**Met1 routing**

The bar under the picture is 50 um long. Supply wires on this layer in gray.
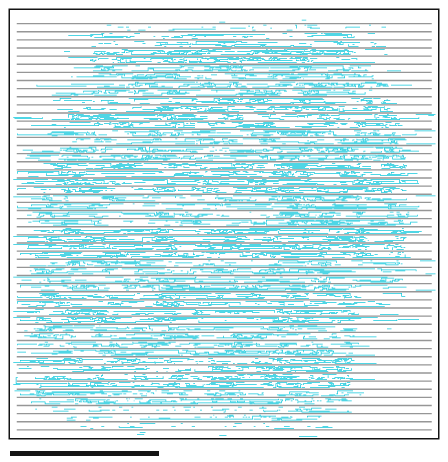
**Met3 routing**

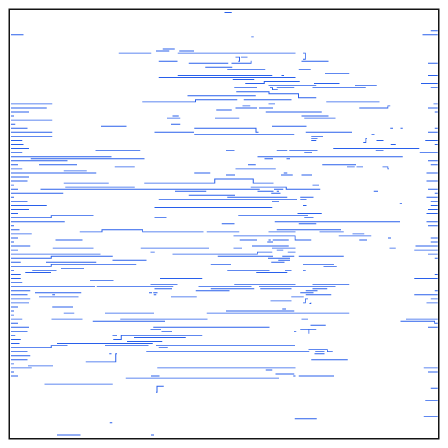
**Met2 routing**

Cells faint in the background.
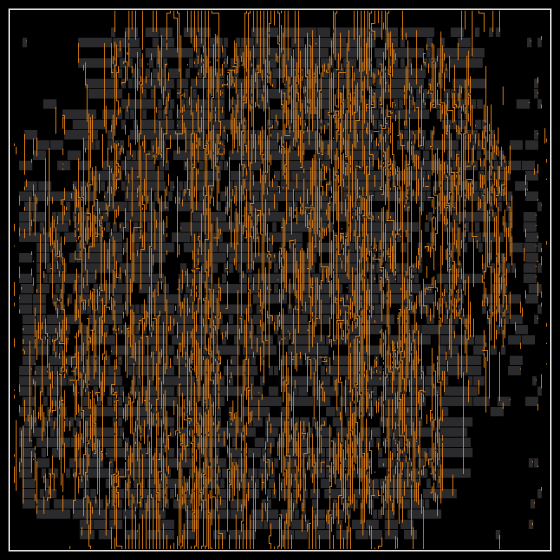
<file path="src/rtl/clic_trap_ctrl.sv">
// clic_trap_ctrl: retire-side CSR and trap controller for the CLIC testbench pipeline.
// Consumes retiring-instruction events (CSR writes, mret/sret, interrupt tags) and drives
// the fetch PC, current privilege level and pipeline flush back into the pipeline.
//
// Ports:
//   clk_i, rst_ni      clock, asynchronous active-low reset
//   inst_valid_i       retiring instruction valid
//   inst_priv_lvl_i    privilege at fetch of the retiring instruction (trace only)
//   inst_pc_i          PC of the retiring instruction
//   irq_i              interrupt tag, packed {valid, id[IRQ_ID_W-1:0], level[7:0]}
//   csr_write_i        retiring CSR write, csr_addr_i / csr_wdata_i address and data
//   mret_i, sret_i     retiring trap returns
//   pc_o, priv_lvl_o   registered fetch PC and privilege (U=00, S=01, M=11)
//   flush_o            discard all in-flight stages (combinational)
//   illegal_o          one-cycle pulse when an illegal event is ignored (combinational)
//   mepc_o, mcause_o, mstatus_o   CSR observation
module clic_trap_ctrl #(
  parameter logic [31:0] BOOT_ADDR = 32'h0000_1000,
  parameter int unsigned PC_STEP   = 4,
  parameter int unsigned XLEN      = 32,
  parameter int unsigned IRQ_ID_W  = 11
) (
  input  logic                clk_i,
  input  logic                rst_ni,
  input  logic                inst_valid_i,
  input  logic [1:0]          inst_priv_lvl_i,
  input  logic [XLEN-1:0]     inst_pc_i,
  input  logic [IRQ_ID_W+8:0] irq_i,
  input  logic                csr_write_i,
  input  logic [11:0]         csr_addr_i,
  input  logic [XLEN-1:0]     csr_wdata_i,
  input  logic                mret_i,
  input  logic                sret_i,
  output logic [XLEN-1:0]     pc_o,
  output logic [1:0]          priv_lvl_o,
  output logic                flush_o,
  output logic                illegal_o,
  output logic [XLEN-1:0]     mepc_o,
  output logic [XLEN-1:0]     mcause_o,
  output logic [XLEN-1:0]     mstatus_o
);

  localparam logic [1:0] PrivU = 2'b00;
  localparam logic [1:0] PrivS = 2'b01;
  localparam logic [1:0] PrivM = 2'b11;

  localparam logic [11:0] CsrSstatus    = 12'h100;
  localparam logic [11:0] CsrStvec      = 12'h105;
  localparam logic [11:0] CsrSepc       = 12'h141;
  localparam logic [11:0] CsrScause     = 12'h142;
  localparam logic [11:0] CsrMstatus    = 12'h300;
  localparam logic [11:0] CsrMtvec      = 12'h305;
  localparam logic [11:0] CsrMepc       = 12'h341;
  localparam logic [11:0] CsrMcause     = 12'h342;
  localparam logic [11:0] CsrMintthresh = 12'h347;

  // Privilege at fetch is carried for tracing only; all checks use the retire-time state.
  logic unused_trace;
  assign unused_trace = ^inst_priv_lvl_i;

  logic [XLEN-1:0] pc_q, pc_d;
  logic [1:0]      priv_q, priv_d;
  logic            mie_q, mie_d, mpie_q, mpie_d;
  logic            sie_q, sie_d, spie_q, spie_d;
  logic            spp_q, spp_d;
  logic [1:0]      mpp_q, mpp_d;
  logic [XLEN-1:0] mtvec_q, mtvec_d, stvec_q, stvec_d;
  logic [XLEN-1:0] mepc_q, mepc_d, sepc_q, sepc_d;
  logic [XLEN-1:0] mcause_q, mcause_d, scause_q, scause_d;
  logic [7:0]      mintthresh_q, mintthresh_d;

  logic                irq_valid;
  logic [IRQ_ID_W-1:0] irq_id;
  logic [7:0]          irq_level;
  logic                irq_take;
  logic                csr_known, csr_mlevel, csr_ok;
  logic                flush, illegal;

  assign irq_valid = irq_i[IRQ_ID_W+8];
  assign irq_id    = irq_i[IRQ_ID_W+7:8];
  assign irq_level = irq_i[7:0];

  // Enable uses the CSR state at retirement, not the privilege at fetch.
  assign irq_take = inst_valid_i && irq_valid && (irq_level > mintthresh_q) &&
                    ((priv_q != PrivM) || mie_q);

  always_comb begin
    csr_known  = 1'b1;
    csr_mlevel = 1'b1;
    case (csr_addr_i)
      CsrMstatus, CsrMtvec, CsrMepc, CsrMcause, CsrMintthresh: csr_mlevel = 1'b1;
      CsrSstatus, CsrStvec, CsrSepc, CsrScause:                csr_mlevel = 1'b0;
      default:                                                 csr_known  = 1'b0;
    endcase
  end

  assign csr_ok = csr_known && (csr_mlevel ? (priv_q == PrivM) : (priv_q != PrivU));

  always_comb begin
    pc_d         = pc_q + XLEN'(PC_STEP);
    priv_d       = priv_q;
    mie_d        = mie_q;
    mpie_d       = mpie_q;
    sie_d        = sie_q;
    spie_d       = spie_q;
    spp_d        = spp_q;
    mpp_d        = mpp_q;
    mtvec_d      = mtvec_q;
    stvec_d      = stvec_q;
    mepc_d       = mepc_q;
    sepc_d       = sepc_q;
    mcause_d     = mcause_q;
    scause_d     = scause_q;
    mintthresh_d = mintthresh_q;
    flush        = 1'b0;
    illegal      = 1'b0;

    if (irq_take) begin
      // The interrupted instruction's own op is suppressed.
      mepc_d   = inst_pc_i;
      mcause_d = {1'b1, {(XLEN-1-IRQ_ID_W){1'b0}}, irq_id};
      mpp_d    = priv_q;
      mpie_d   = mie_q;
      mie_d    = 1'b0;
      priv_d   = PrivM;
      pc_d     = {mtvec_q[XLEN-1:2], 2'b00};
      flush    = 1'b1;
    end else if (inst_valid_i && mret_i) begin
      if (priv_q == PrivM) begin
        priv_d = mpp_q;
        mie_d  = mpie_q;
        mpie_d = 1'b1;
        mpp_d  = PrivU;
        pc_d   = mepc_q;
        flush  = 1'b1;
      end else begin
        illegal = 1'b1;
      end
    end else if (inst_valid_i && sret_i) begin
      if (priv_q != PrivU) begin
        priv_d = spp_q ? PrivS : PrivU;
        sie_d  = spie_q;
        spie_d = 1'b1;
        spp_d  = 1'b0;
        pc_d   = sepc_q;
        flush  = 1'b1;
      end else begin
        illegal = 1'b1;
      end
    end else if (inst_valid_i && csr_write_i) begin
      if (!csr_ok) begin
        illegal = 1'b1;
      end else begin
        case (csr_addr_i)
          CsrMstatus: begin
            sie_d  = csr_wdata_i[1];
            mie_d  = csr_wdata_i[3];
            spie_d = csr_wdata_i[5];
            mpie_d = csr_wdata_i[7];
            spp_d  = csr_wdata_i[8];
            // MPP=2'b10 is reserved and collapses to U.
            mpp_d  = (csr_wdata_i[12:11] == 2'b10) ? PrivU : csr_wdata_i[12:11];
          end
          CsrSstatus: begin
            sie_d  = csr_wdata_i[1];
            spie_d = csr_wdata_i[5];
            spp_d  = csr_wdata_i[8];
          end
          CsrMtvec:      mtvec_d      = csr_wdata_i;
          CsrStvec:      stvec_d      = csr_wdata_i;
          CsrMepc:       mepc_d       = {csr_wdata_i[XLEN-1:2], 2'b00};
          CsrSepc:       sepc_d       = {csr_wdata_i[XLEN-1:2], 2'b00};
          CsrMcause:     mcause_d     = csr_wdata_i;
          CsrScause:     scause_d     = csr_wdata_i;
          CsrMintthresh: mintthresh_d = csr_wdata_i[7:0];
          default: ;
        endcase
      end
    end
  end

  always_ff @(posedge clk_i or negedge rst_ni) begin
    if (!rst_ni) begin
      pc_q         <= XLEN'(BOOT_ADDR);
      priv_q       <= PrivM;
      mie_q        <= 1'b0;
      mpie_q       <= 1'b0;
      sie_q        <= 1'b0;
      spie_q       <= 1'b0;
      spp_q        <= 1'b0;
      mpp_q        <= PrivU;
      mtvec_q      <= '0;
      stvec_q      <= '0;
      mepc_q       <= '0;
      sepc_q       <= '0;
      mcause_q     <= '0;
      scause_q     <= '0;
      mintthresh_q <= '0;
    end else begin
      pc_q         <= pc_d;
      priv_q       <= priv_d;
      mie_q        <= mie_d;
      mpie_q       <= mpie_d;
      sie_q        <= sie_d;
      spie_q       <= spie_d;
      spp_q        <= spp_d;
      mpp_q        <= mpp_d;
      mtvec_q      <= mtvec_d;
      stvec_q      <= stvec_d;
      mepc_q       <= mepc_d;
      sepc_q       <= sepc_d;
      mcause_q     <= mcause_d;
      scause_q     <= scause_d;
      mintthresh_q <= mintthresh_d;
    end
  end

  // Outputs are gated so a flush or illegal pulse never escapes while reset is held.
  assign flush_o    = flush & rst_ni;
  assign illegal_o  = illegal & rst_ni;
  assign pc_o       = pc_q;
  assign priv_lvl_o = priv_q;
  assign mepc_o     = mepc_q;
  assign mcause_o   = mcause_q;

  always_comb begin
    mstatus_o        = '0;
    mstatus_o[1]     = sie_q;
    mstatus_o[3]     = mie_q;
    mstatus_o[5]     = spie_q;
    mstatus_o[7]     = mpie_q;
    mstatus_o[8]     = spp_q;
    mstatus_o[12:11] = mpp_q;
  end

endmodule
</file>
<file path="config.mk">
export PLATFORM = sky130hd
export DESIGN_NAME = clic_trap_ctrl
export DESIGN_NICKNAME = d
export VERILOG_FILES = /design/src/rtl/clic_trap_ctrl.sv
export SDC_FILE = /design/constraint.sdc
export NUM_CORES = 1
export LEC_CHECK = 0
export ABC_AREA = 1
export CAP_MARGIN = 20
export CORE_MARGIN = 2
export CORE_UTILIZATION = 50
export CTS_CLUSTER_DIAMETER = 100
export DETAILED_ROUTE_END_ITERATION = 7
export PLACE_DENSITY = 0.81
export SLEW_MARGIN = 20
export SYNTH_ARGS = -nofsm -noshare
export SYNTH_HDL_FRONTEND = slang
export SYNTH_SLANG_ARGS = --single-unit
</file>
<file path="constraint.sdc">
create_clock -name clk_i -period 2.7 [get_ports clk_i]
set_clock_uncertainty 0.2 [all_clocks]
set_input_delay 0.405 -clock clk_i [delete_from_list [all_inputs] [get_ports clk_i]]
set_output_delay 0.405 -clock clk_i [all_outputs]
set_load 0.01 [all_outputs]
</file>
==> GITHUB_STEP_SUMMARY <==
## Implementation flow summary

| Metric | Value |
|---|---|
| Top logic family | simple AND/OR/NAND/NOR gates |
| Synth Flop Type | dfrtp_1 |
| Init Core Util | a little over 50% |
| Fmax | roughly 0.38 GHz |
| Via Count | roughly 10000 |
| Final GP Congestion | a little over 0.9 |
| Die ar. | 20530 um^2 |
| CTS Buffer Depth | 2 |
| Worst-path clk slew | ~70 ps |
| Worst-margin pin slew | about 960 ps |
| Status | completed |
| H-tree depth | 4 |
| Yosys cell count | roughly 1400 |
| DR vias/cell | roughly 5.4 |
| Int Power | about 0.0062 W |
| Min-delay worst type | in -> async |
| Diode count | 0 |
| Fin nets | 1702 |
| Fin cells | roughly 1900 |
| # DRC | 0 |
| Adder Share, Synth | 1.161% |
| Most instantiated logic cells after routing | 587 x nand2_1, 235 x nand3_1, 205 x clkdlybuf4s50_1, 170 x dfrtp_1, 117 x nor2_1 |
| DPL Wire Length | 22330 um |
| Max_slew headroom | between 30% and 40% |
| Overflow left after global routing | 0 |
| Layout cells sized above 1 | 7.183% |
| WHS | about 120 ps |
| Worst R2R Path Depth | 12 |
| Antenna violations before repair | 0 |
| Final Max-Slew Violation Tally | 0 |
| N_taps | between 200 and 300 |
| CTS buffer count | 17 |
| Routed wl met3 | between 3000 and 4000 um |
| Cells after Synth | 1375 |
| Wire length on met2 | about 14000 um |
| Sw Ratio | roughly a third |
| Reg2reg setup slack | ~240 ps |
| Top routing layer used | met4 |
| OpenROAD warning count | 30 |
| Max VDD drop | ~0.53 mV |
| Worst setup SP type | flop |
| IO buf count | around 210 |
| Post-synthesis async set-or-reset flop share | 100.0% |
| Register share after synthesis | between 40% and 50% |
| Setup tns final | 0 ps |
| Mapped Avg Cell Area | 7.055 um^2 |
| M1 GR Usage | ~46% |
| Total Power | around 0.0094 W |
| Static leakage | approximately 6.6 nW |
| CP startpoint | mintthresh_q[7] |
| Setup Fix Bufs, Post-CTS | 0 |
| Global-route wire length before repair | roughly 50000 um |
| Yosys cell types | 37 |
| Cell type with the largest total area | dfrtp_1 |
| Seq. pwr | 0.00372 W |
| CTS Sinks | between 150 and 200 |
| EDFF count, synth | 0 |
| Critical Path AT | roughly 2000 ps |
| Top Usage Layer GRT | met1 |
| RR Endpoint | mepc_o[10] |
| Req. time, crit path | roughly 2100 ps |
| Flip-flops | 173 |
| Num ports | 236 |
| Multi-input combinational area share | a little under two fifths |
| Main power group | sequential cells |
| Placed Area | 12260 um^2 |
| Power Dens Cells | about 730 nW/um^2 |
| Drt pass-1 iters | 5 |
| Critical path type | reg -> out |
| Clk. pwr | about 0.0025 W |
| Non-Clock Buffer Area Fraction | between 20% and 30% |
| Sequential share of power | 39.5% |
| Logic cell area | ~4700 um^2 |
| PostCTS Resize Cnt | 6 |
| Leading cell kind | logic gates |
| R2R Path Start | mintthresh_q[7] |
| Mi-comb count | between 1000 and 1500 |
| Flops after synth | roughly 170 |
| Layout clock buffer count | 22 |
| Cts hold-fix bufs | 1 |
| Design Area, Final | between 10000 and 15000 um^2 |
| Tot GR Track Use | 31.36% |
| Largest net degree at the start of global routing | between 150 and 200 |
| Top cell area share | a little over two fifths |
| Layout area overhead | 32.66% |
| Seq area share | 33.67% |
| Initial drt markers | between 1000 and 1500 |
| CP Cell Sequence | inv_1 -> ha_1 -> a21o_1 -> nor2_1 -> nand2_2 -> nand2_4 -> nand2_1 -> a21oi_1 -> buf_2 |
| Count leader, synth | nand2_1 |
| Post-synth mux share | 0% |
| Clock Tree Root | clkbuf_16 |
| WP depth | 9 |
| RSZ-0062 raised after global routing | false |
Back to the opening pictures, 'met1 routing':
main direction	horizontal
longest straight run	49.2 um
wire length on this layer	13300 um
nets with wire on the layer	1505
share of all routed wire	43%

Back to the opening pictures, 'met3 routing':
share of all routed wire	11%
nets with wire on the layer	252

Back to the opening pictures, 'met2 routing':
main direction	vertical
share of all routed wire	45%
longest straight run	54.6 um
wire length on this layer	13900 um

Power figures rest on the tool's default switching activity, not on a simulated workload.
